Fig. 1: power grid
Scale bar: 20 microns. Pins as bars on the die edge. Tap cells in grey.
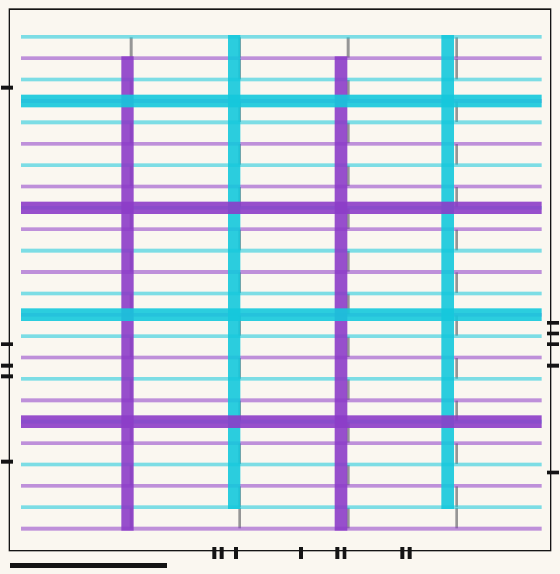
Fig. 2: placed standard cells
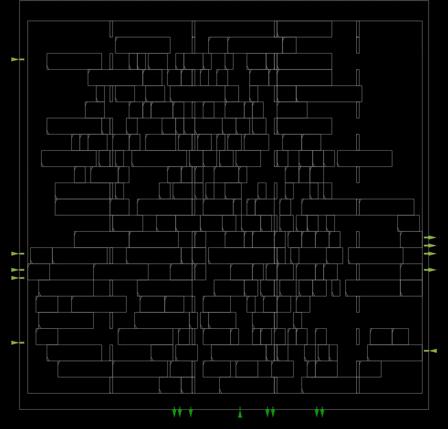
Fig. 3: I/O nets highlighted
Scale bar: 20 microns.
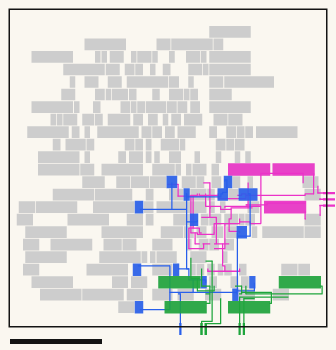
Design rst_seq_ctrl_flat, sky130hd; sources not shown.
==> results_slide.txt <==
Implementation Results

Clock tree
  – Clk sinks: 37
  – Root Buffer: clkbuf_8

Final layout
  – Max reg flops: 16

Critical path
  – R2r setup slk: 4420 ps
  – CP peak stage delay: 1210 ps

Synth
  – Synth warn: 0
  – Ys cells: 204
  – Synth flops: 37
  – Post-Synthesis Cells: 204
  – Top FF cell, synth: dfrtp_1

Final timing
  – Crit path time final: 3539 ps
  – RSZ-0062 raised after global routing: no
  – Setup-failing EPs final: 0
  – Slew Viols, Final: 0
  – Fin. Hold Viols: 0

Hold path
  – Hold path cells: 0

Run status
  – Status: finished clean

Pwr
  – PD cells: 302.3 nW/um^2

Global route
  – Initial antenna violation count: 0

Place
  – Pre-CTS worst setup slack: 3590 ps

Floorplan
  – Die footprint: 4718 sq um
-- Fig. 1 (at the start) --
- cyan: VDD
- purple: VSS
- signal pins: 18
- met1 rails: 24
- met5 straps: 4
Die W: 68.69 microns
Peak VDD IR: 0.1707 mV
core area: 4144 sq um

-- Fig. 2 (at the start) --
row count: 23
post-layout util: 55.34%

-- Fig. 3 (at the start) --
- magenta: `bus_state_o` (direction output; edge right; end cells 3; buffers 3; wire 223 microns)
- green: `bus_rst_n_o` (direction output; edge bottom; end cells 4; buffers 4; wire 109 microns)
- blue: `bus_sw_rst_req_i` (direction input; edge bottom; end cells 15; buffers 1; wire 137 microns)
Top Ports: 18
# port buffers: 17

-- per-stage QoR --
stage	util [%]	cells	total power [uW]	cell area [sq um]	hold WS (ps)
finish	55.34	271	693.4	2293	352.6
global route	55.34	271	730.4	2293	360.3
CTS	55.34	271	697.6	2293	355.1
detailed placement	52.02	263	479.8	2156	336.5
global placement	52.02	263	474.0	2156	332.9
floorplan	-	204	437.1	1957	331.2
-- cell usage after synthesis, drive strengths merged, types with 2 or more instances --
cell,number,area [sq um]
nor2b,3,18.77
nand2,17,63.81
or3,4,25.02
a21o,2,15.01
o22a,2,17.52
nor3,6,30.03
xnor2,11,96.34
buf,2,15.01
a31oi,3,18.77
clkbuf,7,26.28
nor2,23,88.84
dfrtp,37,925.9
mux2i,2,20.02
nand2b,4,25.02
nand4,5,31.28
or4,2,22.52
inv,6,22.52
nor4,8,56.30
and3,2,12.51
ha,5,62.56
a21oi,21,108.9
nand3,6,30.03
or2,2,12.51
o21ai,5,25.02
-- logic make-up (layout without fill, tap and decap cells) --
family	after synthesis	count (layout)	synth area share, %
muxes	4	4	2.749
and+or+nand+nor	87	87	23.59
buffers and inverters	15	32	3.261
DFF	37	37	47.31
xor gates and xnor gates	11	11	4.923
adders and majority gates	5	5	3.197
AOI/OAI and AO/OA	45	45	14.96
-- report_power, final --
group          switching (uW)  total (uW)  internal [uW]
clock network            79.5         217            137
registers                25.8         250            224
logic                     157         227           69.6
-- layout make-up --
type	count	area share [%]
Clock buffer	5	3.001
Clock inverter	3	3.001
Inverter	6	0.9820
Multi-Input combinational cell	152	42.17
Sequential cell	37	40.37
Tap cell	50	2.728
Timing Repair Buffer	18	7.747
-- layer usage --
layer	share of wire [%]	track usage, %
met5	0	0
met2	46	30.76
met1	48	27.20
met4	1.5	7.653
met3	4.7	5.099
Power is estimated from default activity; no workload was simulated.
